--- src/rtl/cache_port_arbiter.sv ---
// Two-master arbiter for the single core-side cache port; one transaction in flight.
// Define CACHE_ARB_ROUND_ROBIN_EN for round-robin tie-break, otherwise port 0 has fixed priority.
module cache_port_arbiter #(
   parameter int ADDR_W = 27,
   parameter int DATA_W = 32
) (
   input  logic              clk,
   input  logic              rst,
   input  logic              m0_rd_req,
   input  logic              m0_wr_req,
   input  logic [ADDR_W-1:0] m0_addr,
   input  logic [DATA_W-1:0] m0_wr_data,
   output logic              m0_done,
   output logic [DATA_W-1:0] m0_rd_data,
   input  logic              m1_rd_req,
   input  logic              m1_wr_req,
   input  logic [ADDR_W-1:0] m1_addr,
   input  logic [DATA_W-1:0] m1_wr_data,
   output logic              m1_done,
   output logic [DATA_W-1:0] m1_rd_data,
   output logic [ADDR_W-1:0] core2cache_rd_addr,
   output logic [ADDR_W-1:0] core2cache_wr_addr,
   output logic [DATA_W-1:0] core2cache_wr_data,
   output logic              core2cache_rd_en,
   output logic              core2cache_wr_en,
   input  logic              cache2core_rd_fin,
   input  logic              cache2core_wr_fin,
   input  logic [DATA_W-1:0] cache2core_rd_data,
   output logic [1:0]        grant,
   output logic              busy
);

   typedef enum logic [1:0] {IDLE, ISSUE, WAIT, DONE} state_t;

   state_t            state;
   state_t            state_nx;
   logic              req0;
   logic              req1;
   logic              pick1;
   logic              op_wr;
   logic              fin_hit;
   logic [ADDR_W-1:0] cur_addr;
   logic [DATA_W-1:0] cur_data;

   assign req0    = m0_rd_req | m0_wr_req;
   assign req1    = m1_rd_req | m1_wr_req;
   assign fin_hit = op_wr ? cache2core_wr_fin : cache2core_rd_fin;

`ifdef CACHE_ARB_ROUND_ROBIN_EN
   // last1 remembers which port won the previous arbitration
   logic last1;

   assign pick1 = req1 & (~req0 | ~last1);

   always_ff @(posedge clk) begin
      if (rst)
         last1 <= 1'b1;
      else if (state == IDLE && (req0 || req1))
         last1 <= pick1;
   end
`else
   assign pick1 = req1 & ~req0;
`endif

   always_ff @(posedge clk) begin
      if (rst)
         state <= IDLE;
      else
         state <= state_nx;
   end

   always_comb begin
      state_nx = state;
      unique case (state)
         IDLE:    if (req0 || req1) state_nx = ISSUE;
         ISSUE:   state_nx = WAIT;
         WAIT:    if (fin_hit) state_nx = DONE;
         DONE:    state_nx = IDLE;
         default: state_nx = IDLE;
      endcase
   end

   always_ff @(posedge clk) begin
      if (rst) begin
         grant      <= '0;
         op_wr      <= 1'b0;
         cur_addr   <= '0;
         cur_data   <= '0;
         m0_rd_data <= '0;
         m1_rd_data <= '0;
      end else begin
         unique case (state)
            IDLE: begin
               if (req0 || req1) begin
                  grant    <= pick1 ? 2'b10 : 2'b01;
                  op_wr    <= pick1 ? m1_wr_req : m0_wr_req;
                  cur_addr <= pick1 ? m1_addr : m0_addr;
                  cur_data <= pick1 ? m1_wr_data : m0_wr_data;
               end
            end
            WAIT: begin
               if (cache2core_rd_fin && !op_wr) begin
                  if (grant[1])
                     m1_rd_data <= cache2core_rd_data;
                  else
                     m0_rd_data <= cache2core_rd_data;
               end
            end
            DONE:    grant <= '0;
            default: ;
         endcase
      end
   end

   assign core2cache_rd_addr = cur_addr;
   assign core2cache_wr_addr = cur_addr;
   assign core2cache_wr_data = cur_data;

   always_comb begin
      core2cache_rd_en = 1'b0;
      core2cache_wr_en = 1'b0;
      m0_done          = 1'b0;
      m1_done          = 1'b0;
      busy             = (state != IDLE);
      if (state == ISSUE) begin
         core2cache_rd_en = ~op_wr;
         core2cache_wr_en = op_wr;
      end
      if (state == DONE) begin
         m0_done = grant[0];
         m1_done = grant[1];
      end
   end

endmodule

--- config.mk ---
export PLATFORM = sky130hd
export DESIGN_NAME = cache_port_arbiter
export DESIGN_NICKNAME = d
export VERILOG_FILES = /design/src/rtl/cache_port_arbiter.sv
export SDC_FILE = /design/constraint.sdc
export NUM_CORES = 1
export LEC_CHECK = 0
export CAP_MARGIN = 20
export CORE_MARGIN = 4
export CORE_UTILIZATION = 38
export CTS_BUF_LIST = sky130_fd_sc_hd__clkbuf_4 sky130_fd_sc_hd__clkbuf_8 sky130_fd_sc_hd__clkbuf_16
export DETAILED_ROUTE_END_ITERATION = 12
export PLACE_DENSITY_LB_ADDON = 0.1
export RECOVER_POWER = 50
export SLEW_MARGIN = 20
export SYNTH_ARGS = -nofsm -noshare
export SYNTH_HDL_FRONTEND = slang
export SYNTH_SLANG_ARGS = --single-unit
--- constraint.sdc ---
create_clock -name clk -period 1.73 [get_ports clk]
set_input_delay 0.519 -clock clk [delete_from_list [all_inputs] [get_ports clk]]
set_output_delay 0.519 -clock clk [all_outputs]
set_load 0.01 [all_outputs]
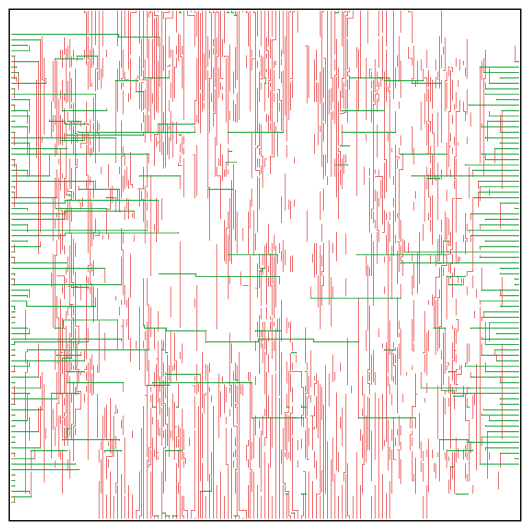
run_1/wires.png
Scale: 4 px per um. Only two layers are drawn.
Green shows metal 3, wire length 2000 um. Red shows metal 2, wire length 9760 um.

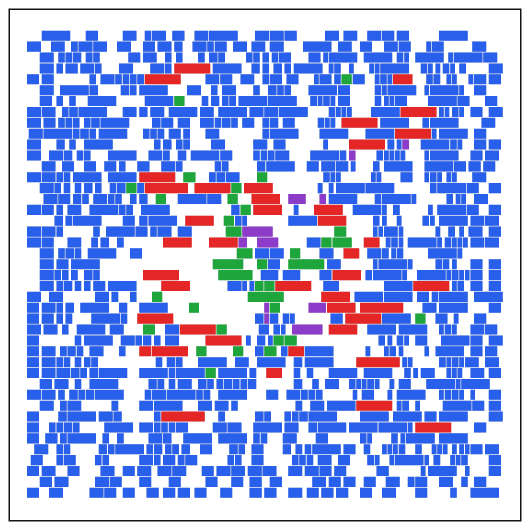
run_1/sizes.png
Scale: 4 px per um.
Blue shows _0 and _1 cells, cells 889, share 91%, most used clkdlybuf4s50_1. Purple shows _2 cells, cells 11, share 1.1%. Red shows _6 and larger, cells 41, share 4.2%, most used clkbuf_16. Green shows _3 and _4 cells, cells 35, share 3.6%, most used buf_4.

==> results_dict.tcl, run 1 <==
# collected from the flow reports
set metrics [dict create \
    outcome "finished with violations" \
    violations "setup timing" \
    slew_viol_final 0 \
    setup_viol_count_final 5 \
    logic_area_sq_um 2416 \
    cts_resized 181 \
    clkbuf_count 19 \
    r2r_end "m1_rd_data[21]" \
    drive_gt1_share_pct 8.914 \
    nonClkBufAreaFrac_pct 36.42 \
    crit_buf_inv 2 \
    syn_area_per_cell_sq_um 7.817 \
    synth_top_flop_cell "dfxtp_1" \
    synthAoiAreaFrac_pct 24.98 \
    lay_top_cells "156 x clkdlybuf4s50_1, 152 x dlygate4sd2_1, 132 x nand2_1" \
    p_leak_nw 3.893 \
    via_per_inst 5.288 \
    syn_inst 694 \
    n_all_inverters 5 \
    worstSetupEndpointType "primary output" \
    multi_input_comb_cells 466 \
    synth_seq_share_pct 47.23 \
    max-slew-margin-rel_pct 80.85 \
    worstHoldStart "m1_rd_data[2]" \
    ff2ff_path_depth 7 \
    p_per_area_nw_per_um2 1299 \
    ioPinCount 315 \
    ys_warn_count 0 \
    dr.pass1.iters 5 \
    crit_family "flip-flops" \
    met1Wirelength_um 7505 \
    fmaxAchievable_ghz 0.5651 \
    ys_chip_area_sq_um 5425 \
    wire_per_inst_um 17.21 \
    hp-class "reg2reg" \
    dpl-instance-area_sq_um 8682 \
    cp.required_ns 1.21 \
    rrSetupSlack_ns 0.07 \
    timing.hold.ws_ns 0.4510 \
    synthTopCellsByCount "132 x nand2_1, 128 x dfxtp_1, 78 x o21ai_0" \
    simple_gate_share_pct 16.79 \
    lay_top_count "clkdlybuf4s50_1" \
    maxUsedRoutingLayer "met4" \
    antenna_found_initial 0 \
    tool_warnings 32 \
    worst_slew_pin_slew_ns 0.2872 \
    fin_ws_ns -0.03976 \
    edf_count 0 \
    startpoint_type "flop" \
    die-width_um 127.5 \
    worstPathMaxFanout 4 \
    cts_hold_buf 0 \
    placed_cells_incl_taps 1121 \
    crit_slowest_cell "dfxtp_4" \
    synth_top_cell_by_count "nand2_1" \
    synth.top_cell.area_share_pct 47.23 \
    routed_wl_um 19900 \
    seq_cell_count 128 \
    largestClassByArea "non-clock buffers" \
    clk_latency_ns 0.41 \
    power_mw 11.98 \
    cts_tree "done" \
    drt-initial-drc-count 381 \
    ys_top_logic_family "AND-OR/OR-AND gates" \
    n_all_buffers 345 \
    clkSinkCount 128 \
    grt_pass1_vias 6018 \
    fin_cells 1156 \
    fp_util_pct 38.93 \
    hold_viol 0 \
    rsz0062_at_grt "true" \
    ys_cells 694 \
    drcViolationCount 0 \
    xor_share_pct 0 \
]
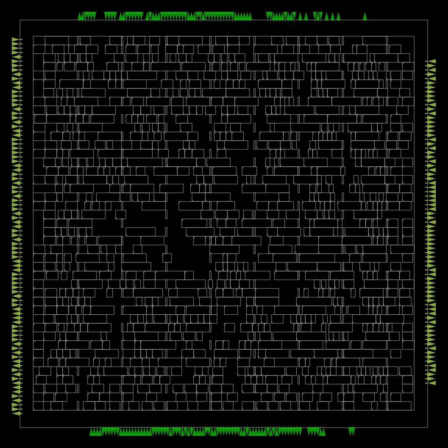
run_1/placement.png
Seq area share: 27.85%
Fill cells: 1228
tap cells: 180

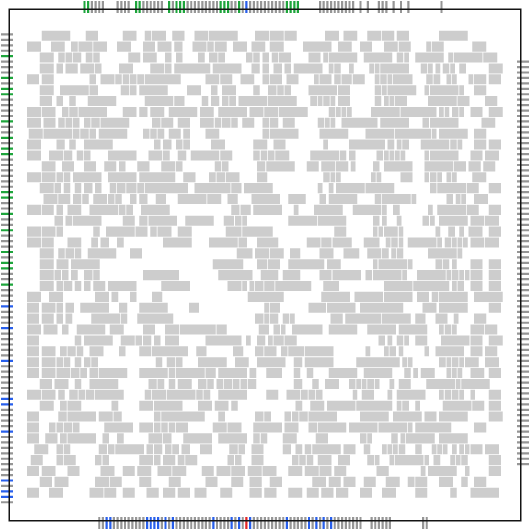
run_1/io_placement.png
Scale: 4 px per um. Pins as bars across the die edge, other pins in gray.
Red shows busy, pins 1, direction output, edge bottom. Green shows core2cache_wr_data, pins 32, direction output, edge 16 top, 16 left. Blue shows m1_addr, pins 27, direction input, edge 17 bottom, 9 left, 1 top.
All pins by edge: 87 left, 80 bottom, 75 right, 73 top.

==> run 1: power breakdown <==
| group | leakage [nW] | switching, mW | total (mW) | internal (mW) |
|---|---|---|---|---|
| Clock | 0.299 | 1.31 | 3.78 | 2.47 |
| Sequential | 1.05 | 0.444 | 4.04 | 3.60 |
| Combinational | 2.54 | 2.15 | 4.16 | 2.02 |
==> run 1: worst max path at each step <==
stage              start                endpoint  depth (start not counted)
2_1_floorplan  m1_rd_req   core2cache_rd_addr[0]                          5
3_3_place_gp   m1_rd_req  core2cache_wr_data[10]                          5
3_5_place_dp   m1_rd_req  core2cache_wr_data[12]                          5
4_1_cts         state[0]                    busy                          4
5_1_grt         state[0]                    busy                          4
6_report        state[1]        core2cache_wr_en                          4
run_1/io_fan.png
Scale: 2 px per um.
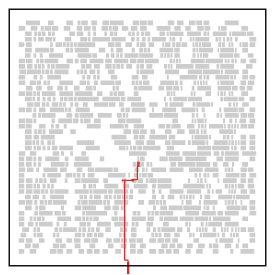

==> run 1 -> run 2 <==
--- a/config.mk
+++ b/config.mk
@@ -6,7 +6,7 @@
 export NUM_CORES = 1
 export LEC_CHECK = 0
 export CAP_MARGIN = 20
-export CORE_MARGIN = 4
+export CORE_MARGIN = 2
 export CORE_UTILIZATION = 38
 export CTS_BUF_LIST = sky130_fd_sc_hd__clkbuf_4 sky130_fd_sc_hd__clkbuf_8 sky130_fd_sc_hd__clkbuf_16
 export DETAILED_ROUTE_END_ITERATION = 12
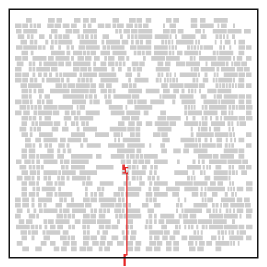
run_2/io_fan.png
Scale: 2 px per um.
Red shows busy, bits 1, direction output, edge bottom, end cells 1, wire 49.4 um.

==> results_dict.tcl, run 2 <==
# collected from the flow reports
set metrics [dict create \
    tool_warnings 32 \
    lay_top_count "clkdlybuf4s50_1" \
    rsz0062_at_grt "true" \
    post_cts_buffers 2 \
    pwr-share-comb_pct 36.9 \
    routed_wl_um 19960 \
    diodes 0 \
    slew_viol_final 0 \
    hp-class "reg2reg" \
    ys_warn_count 0 \
    fin_skew_ns 0.005789 \
    fmaxAchievable_ghz 0.5526 \
    logic_area_sq_um 2442 \
    violations "setup timing" \
    drive_gt1_share_pct 9.388 \
    placed_cells_incl_taps 1122 \
    cts_resized 196 \
    top_power_group "combinational logic" \
    clockPowerShare_pct 29.7 \
    p_seq_mw 4.04 \
    crit_family "flip-flops" \
    lay_top_cells "156 x clkdlybuf4s50_1, 152 x dlygate4sd2_1, 132 x nand2_1" \
    worstHoldStart "m1_rd_data[6]" \
    ff2ff_path_depth 8 \
    worstPathMaxFanout 3 \
    drt-initial-drc-count 458 \
    outcome "finished with violations" \
    cp-endpoint "core2cache_wr_en" \
    switchingPower_mw 4.012 \
    synthTopCellsByCount "132 x nand2_1, 128 x dfxtp_1, 78 x o21ai_0" \
    fin_ws_ns -0.07952 \
    startpoint_type "flop" \
    clk_latency_ns 0.41 \
    setup_viol_count_final 6 \
    timing.hold.ws_ns 0.4513 \
    clkSinkCount 128 \
    p_seq_share_pct 33.4 \
    nFillCells 1199 \
    cp.required_ns 1.21 \
    r2r_end "m1_rd_data[7]" \
    syn_inst 694 \
    crit_path_frequent_cell "buf_6" \
    p_per_area_nw_per_um2 1299 \
    pg_clk_mw 3.59 \
    syn_area_per_cell_sq_um 7.817 \
    max-slew-margin-rel_pct 80.44 \
    antenna_found_initial 0 \
    p_comb_mw 4.46 \
    ys_chip_area_sq_um 5425 \
    synth_top_cell_by_count "nand2_1" \
    dpl-instance-area_sq_um 8727 \
    hold_viol 0 \
    switching_share_pct 33.18 \
    synth_seq_share_pct 47.23 \
    via_per_inst 5.336 \
    crit_buf_inv 2 \
    wire_per_inst_um 17.20 \
    p_leak_nw 3.944 \
    fin_cells 1160 \
    drcViolationCount 0 \
    grt_pass1_vias 5920 \
    startpoint "state[0]" \
    cp.depth 4 \
    ioPinCount 315 \
    fp_util_pct 38.93 \
    crit_slowest_cell "dfxtp_4" \
    cts_hold_buf 0 \
    worst_slew_pin_slew_ns 0.2934 \
    power.internal_mw 8.082 \
    cts_tree "done" \
    power_mw 12.09 \
]
-- run 2: cells by family (layout without fill, tap and decap cells) --
kind of cell             Yosys count  count (layout)  share of synthesized area (%)
flip-flops                       128             128                          47.23
multiplexers                       2               2                         0.3690
buffers and inverters            100             386                          9.479
adder cells (fa/ha/maj)            5               5                          1.153
AND-OR/OR-AND                    250             250                          24.98
AND/OR/NAND/NOR                  209             209                          16.79
-- run 2: cell type report --
| type | instances | area share (%) |
|---|---|---|
| clock buffer | 23 | 5.390 |
| clock inverter | 9 | 1.129 |
| inverter | 5 | 0.2554 |
| multi-input combinational | 466 | 26.24 |
| sequential | 128 | 27.61 |
| tap | 180 | 2.419 |
| timing repair buffer | 349 | 36.96 |
-- run 2: worst min-delay path: stages (launching register included) --
cell and delay, ns:
dfxtp_1 0.30, nand2_1 0.05, a21oi_1 0.05
Power is estimated from default activity; no workload was simulated.
